$ cat config.mk
export PLATFORM = sky130hd
export DESIGN_NAME = demux_3bits_bank_flat
export DESIGN_NICKNAME = d
export VERILOG_FILES = /design/src/rtl/demux_3bits_bank_if.sv /design/src/rtl/demux_3bits_bank.sv /design/src/flat_wrapper.sv
export SDC_FILE = /design/constraint.sdc
export NUM_CORES = 1
export LEC_CHECK = 0
export CORE_MARGIN = 3
export CORE_UTILIZATION = 50
export CTS_CLUSTER_SIZE = 30
export DETAILED_ROUTE_END_ITERATION = 16
export PLACE_DENSITY = 0.95
export SETUP_SLACK_MARGIN = 0.02
export SLEW_MARGIN = 25
export SYNTH_ARGS = -nofsm -noshare
export SYNTH_HDL_FRONTEND = slang
export SYNTH_SLANG_ARGS = --single-unit
$ cat constraint.sdc
create_clock -name clk -period 6.6 [get_ports clk]
set_clock_uncertainty 0.2 [all_clocks]
set_input_delay 0.99 -clock clk [delete_from_list [all_inputs] [get_ports clk]]
set_output_delay 0.99 -clock clk [all_outputs]
set_load 0.01 [all_outputs]
$ cat src/rtl/demux_3bits_bank_if.sv
// Bus bundle for the registered 1-to-8 demux bank: write-side controls in, slot state out.
interface demux_3bits_bank_if;
    // Controls toward the bank
    logic [2:0]  ctrl;
    logic [31:0] in;
    logic        wr_en;
    logic        auto_mode;
    logic [7:0]  consume;
    logic        clr_ovw;
    // Registered slot state from the bank
    logic [31:0] o0, o1, o2, o3, o4, o5, o6, o7;
    logic [7:0]  valid;
    logic [3:0]  count;
    logic        full;
    logic [2:0]  ptr;
    logic        ovw;

    // Handshake: there is no valid/ready pair. wr_en is a fire-and-forget strobe,
    // one write accepted on every rising edge where it is high; the bank never
    // stalls, and writing into a valid, unconsumed slot is reported through ovw.
    modport master (
        output ctrl, in, wr_en, auto_mode, consume, clr_ovw,
        input  o0, o1, o2, o3, o4, o5, o6, o7, valid, count, full, ptr, ovw
    );
    modport slave (
        input  ctrl, in, wr_en, auto_mode, consume, clr_ovw,
        output o0, o1, o2, o3, o4, o5, o6, o7, valid, count, full, ptr, ovw
    );
endinterface

$ cat src/rtl/demux_3bits_bank.sv
// Registered 1-to-8 demultiplexer bank: steers a 32-bit word into one of eight
// holding slots (manual select or wrap-around pointer), tracking per-slot valid
// flags, occupancy count and a sticky overwrite flag.
module demux_3bits_bank (
    input  logic                     clk,
    input  logic                     reset,
    demux_3bits_bank_if.slave        bus
);
    logic [31:0] data_q [8];
    logic [7:0]  valid_q, valid_d;
    logic [3:0]  count_q, count_d;
    logic [2:0]  ptr_q, ptr_d;
    logic        ovw_q, ovw_d;
    logic [2:0]  tgt;
    logic [7:0]  wr_onehot;
    logic        new_ovw;

    // Next-state: target decode, valid update (write beats consume), ovw and pointer
    always_comb begin
        tgt       = bus.auto_mode ? ptr_q : bus.ctrl;
        wr_onehot = bus.wr_en ? (8'd1 << tgt) : 8'd0;
        valid_d   = (valid_q & ~bus.consume) | wr_onehot;
        new_ovw   = bus.wr_en & valid_q[tgt] & ~bus.consume[tgt];
        ovw_d     = (ovw_q & ~bus.clr_ovw) | new_ovw;
        ptr_d     = (bus.wr_en && bus.auto_mode) ? ptr_q + 3'd1 : ptr_q;
        count_d   = 4'd0;
        for (int i = 0; i < 8; i++) begin
            count_d = count_d + {3'b000, valid_d[i]};
        end
    end

    // Control state registers; reset overrides any same-cycle write or consume
    always_ff @(posedge clk) begin
        if (reset) begin
            valid_q <= 8'd0;
            count_q <= 4'd0;
            ptr_q   <= 3'd0;
            ovw_q   <= 1'b0;
        end else begin
            valid_q <= valid_d;
            count_q <= count_d;
            ptr_q   <= ptr_d;
            ovw_q   <= ovw_d;
        end
    end

    // Slot data: only the targeted slot loads; consume never touches data
    always_ff @(posedge clk) begin
        for (int i = 0; i < 8; i++) begin
            if (reset) begin
                data_q[i] <= 32'd0;
            end else if (wr_onehot[i]) begin
                data_q[i] <= bus.in;
            end
        end
    end

    assign bus.o0    = data_q[0];
    assign bus.o1    = data_q[1];
    assign bus.o2    = data_q[2];
    assign bus.o3    = data_q[3];
    assign bus.o4    = data_q[4];
    assign bus.o5    = data_q[5];
    assign bus.o6    = data_q[6];
    assign bus.o7    = data_q[7];
    assign bus.valid = valid_q;
    assign bus.count = count_q;
    assign bus.full  = (valid_q == 8'hFF);
    assign bus.ptr   = ptr_q;
    assign bus.ovw   = ovw_q;
endmodule

$ cat src/flat_wrapper.sv
// flat-port wrapper written by rule: the top's interface ports become plain ports
module demux_3bits_bank_flat 
  (clk, reset, bus_ctrl, bus_in, bus_wr_en, bus_auto_mode, bus_consume, bus_clr_ovw, bus_o0, bus_o1, bus_o2, bus_o3, bus_o4, bus_o5, bus_o6, bus_o7, bus_valid, bus_count, bus_full, bus_ptr, bus_ovw);
  demux_3bits_bank_if bus_i ();
  input  logic clk;
  input  logic reset;
  input wire logic [$bits(bus_i.ctrl)-1:0] bus_ctrl;
  input wire logic [$bits(bus_i.in)-1:0] bus_in;
  input wire logic [$bits(bus_i.wr_en)-1:0] bus_wr_en;
  input wire logic [$bits(bus_i.auto_mode)-1:0] bus_auto_mode;
  input wire logic [$bits(bus_i.consume)-1:0] bus_consume;
  input wire logic [$bits(bus_i.clr_ovw)-1:0] bus_clr_ovw;
  output wire logic [$bits(bus_i.o0)-1:0] bus_o0;
  output wire logic [$bits(bus_i.o1)-1:0] bus_o1;
  output wire logic [$bits(bus_i.o2)-1:0] bus_o2;
  output wire logic [$bits(bus_i.o3)-1:0] bus_o3;
  output wire logic [$bits(bus_i.o4)-1:0] bus_o4;
  output wire logic [$bits(bus_i.o5)-1:0] bus_o5;
  output wire logic [$bits(bus_i.o6)-1:0] bus_o6;
  output wire logic [$bits(bus_i.o7)-1:0] bus_o7;
  output wire logic [$bits(bus_i.valid)-1:0] bus_valid;
  output wire logic [$bits(bus_i.count)-1:0] bus_count;
  output wire logic [$bits(bus_i.full)-1:0] bus_full;
  output wire logic [$bits(bus_i.ptr)-1:0] bus_ptr;
  output wire logic [$bits(bus_i.ovw)-1:0] bus_ovw;
  assign bus_i.ctrl = bus_ctrl;
  assign bus_i.in = bus_in;
  assign bus_i.wr_en = bus_wr_en;
  assign bus_i.auto_mode = bus_auto_mode;
  assign bus_i.consume = bus_consume;
  assign bus_i.clr_ovw = bus_clr_ovw;
  assign bus_o0 = bus_i.o0;
  assign bus_o1 = bus_i.o1;
  assign bus_o2 = bus_i.o2;
  assign bus_o3 = bus_i.o3;
  assign bus_o4 = bus_i.o4;
  assign bus_o5 = bus_i.o5;
  assign bus_o6 = bus_i.o6;
  assign bus_o7 = bus_i.o7;
  assign bus_valid = bus_i.valid;
  assign bus_count = bus_i.count;
  assign bus_full = bus_i.full;
  assign bus_ptr = bus_i.ptr;
  assign bus_ovw = bus_i.ovw;
  demux_3bits_bank u_core (.clk(clk), .reset(reset), .bus(bus_i));
endmodule
==> changes_impl.md <==
### Implementation results

* Number of vias per cell after detailed routing at between 5 and 6
* Crit path cell chain: clkdlybuf4s50_1 -> nor2_2 -> a32oi_2 -> o21ai_0 -> ha_1 -> inv_1 -> fa_1 -> inv_1 -> fa_1 -> inv_1 -> fa_1 -> inv_1 -> fa_1 -> nor2b_1
* Startpoint Class: input pin
* Cell area after synthesis at 10400 um2
* Max-slew violation count at 0
* Register area share after synthesis at 0.768
* Flops out of synthesis at ~270
* Non-clock buffer count at between 300 and 400
* Predominant post-synthesis flop cell: edfxtp_1
* Number of warnings reported in the yosys synthesis log at 0
* Combinational gate power at between 300 and 400 uW
* Largest stage delay on the critical path at a little under 800 ps
* Number of antenna diodes at 0
* Unrepaired setup endpoints after global routing: false
* Final Routed Wirelength at 30400 um
* Sequential share of cell area at 0.533
* Share of layout cells above drive strength 1 at 0.0800
* Critical path fanouts, max at 11
* Distinct lib cells at 30
* Proportion of synthesized flip-flops having asynchronous set or reset at 0
* Via count of the routed design at slightly below 7000
* Count of inserted tapcells at between 200 and 300
* Status: completed
* Post-layout min period at about 5000 ps
* Setup_tns at 0 ps
* Hpwl dp at about 20000 um
* Latency at later pin at 530 ps
* Vertical die dimension at around 150 um
* Number of clock buffers in the layout at 27
* Worst endpoint required time at approximately 6800 ps
* Final weighted congestion in routability-driven placement at 0.848
* Number of cells in the finished layout apart from fillers at 1283
* Total met2 wirelength after detailed routing at roughly 16000 um
* Combinational gate area at about 2300 um2
* Most numerous logic cell after layout: clkdlybuf4s50_1
* Period Utilization, post-route at 0.741
* Rel. slew slack at 0.335
* Sequential power at ~2.0 mW
* Max Cap Viol at 0
* Final worst slack at between 1500 and 2000 ps
* Power group with the highest consumption: sequential cells
* Clock Network Area Fraction at 0.0625
* Routed Antenna Nets at 0
* Hold Path Stages at 2
* Post-synthesis net count at just over 700
* Library cell occupying the most area in the post-synthesis netlist: edfxtp_1
* Pwr dens at roughly 270 nW/um2
* Worst setup EP type: flip-flop
* Clk buf depth at 3
* Cts bufs inserted at 27
* FFs & Latches at between 200 and 300
* EDFF count, synth at between 200 and 300
* Number of instances in the synthesized netlist at between 600 and 700
* Most used cells in the layout excluding fill and tap cells: clkdlybuf4s50_1 (320), and2_1 (256), edfxtp_1 (256)
* Count of buffering cells on the critical path with inverters included at 5
* Family with the most delay on the worst path: adder cells
* First-pass detailed-route iteration total at 4
* Largest net degree at the start of global routing at 33
* Int Pwr at approximately 3.1 mW
* Met2 Resource Use GR at 0.462
* Reg2Reg Capture Point: u_core.bus.count[1]$_SDFF_PP0_
* Worst Setup Slack post-DPL at around 1200 ps
* Mux share at 0.00204
* Endpoint, Worst Hold: u_core.bus.ptr[1]$_SDFFE_PP0P_
* Row Count at 52
* Final hold vios at 0
* Hold-fix buffer count after cts at 0
* Ao+oa area frac at 0.0168
* Routed met3 length at roughly 3100 um
* Average footprint of a synthesized cell at approximately 16 um2
* Detail-routed net length per standard cell at 23.7 um
* Type of the setup path with the least slack: in -> reg
* Chip footprint at approximately 23000 um2
* Sequential cell area at around 8000 um2
* Highest metal layer with signal wires: met4
* Wire length of the first global-routing pass at approximately 44000 um
* I/O pin count at approximately 320
==> registers in the layout (all words and copies together) (netlist names) <==
name,cells
u_core.bus.count,4
u_core.bus.ovw,1
u_core.bus.ptr,3
u_core.bus.valid,8
u_core.data_q,256
==> worst max path at each step <==
stage	startpoint	end	slack [ps]	cells past startpoint
after floorplan	bus_auto_mode	u_core.bus.count[1]$_SDFF_PP0_	2310	14
after global placement	bus_auto_mode	u_core.bus.count[1]$_SDFF_PP0_	1300	14
after detailed placement	bus_auto_mode	u_core.bus.count[1]$_SDFF_PP0_	1250	14
after CTS	bus_auto_mode	u_core.bus.count[1]$_SDFF_PP0_	1750	14
after global routing	bus_auto_mode	u_core.bus.count[1]$_SDFF_PP0_	1440	14
final	bus_auto_mode	u_core.bus.count[1]$_SDFF_PP0_	1710	14
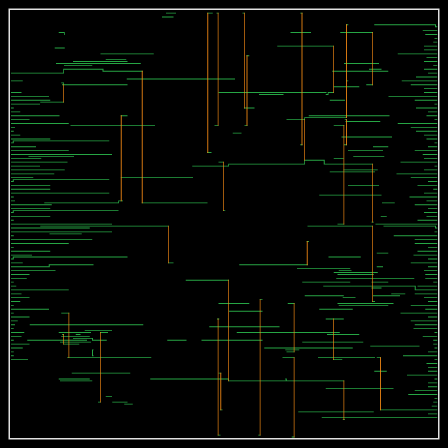
(routed metal, one color a layer)
Two of the layers only.
orange -> met4  # wire length 756 um
green -> met3  # wire length 3110 um

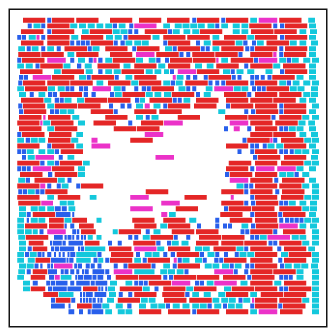
(placed cells, one color a class)
cyan -> other buffers and delay cells  # cells 334
blue -> all other logic  # cells 357
magenta -> clock drivers and dummy loads  # cells 50
red -> flip-flops  # cells 272

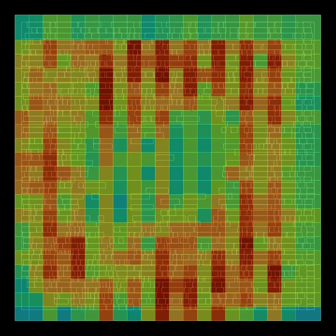
(routing congestion map)
met1 Usage GRT: 0.319
most utilized layer in the global route result: met2
GRT Util Overall: 0.264
final core utilization: 0.738
met3 layer usage reported by global route: 0.0707

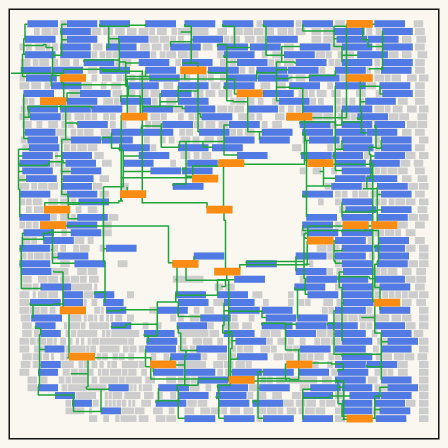
(clock network drawn from the DEF)
blue -> flip-flops  # count 272
orange -> cells driving clock nets  # count 27
green -> clock wires  # length 3020 um
flops lie = spread over the die
routed clock nets = 28

Power figures rest on the tool's default switching activity, not on a simulated workload.
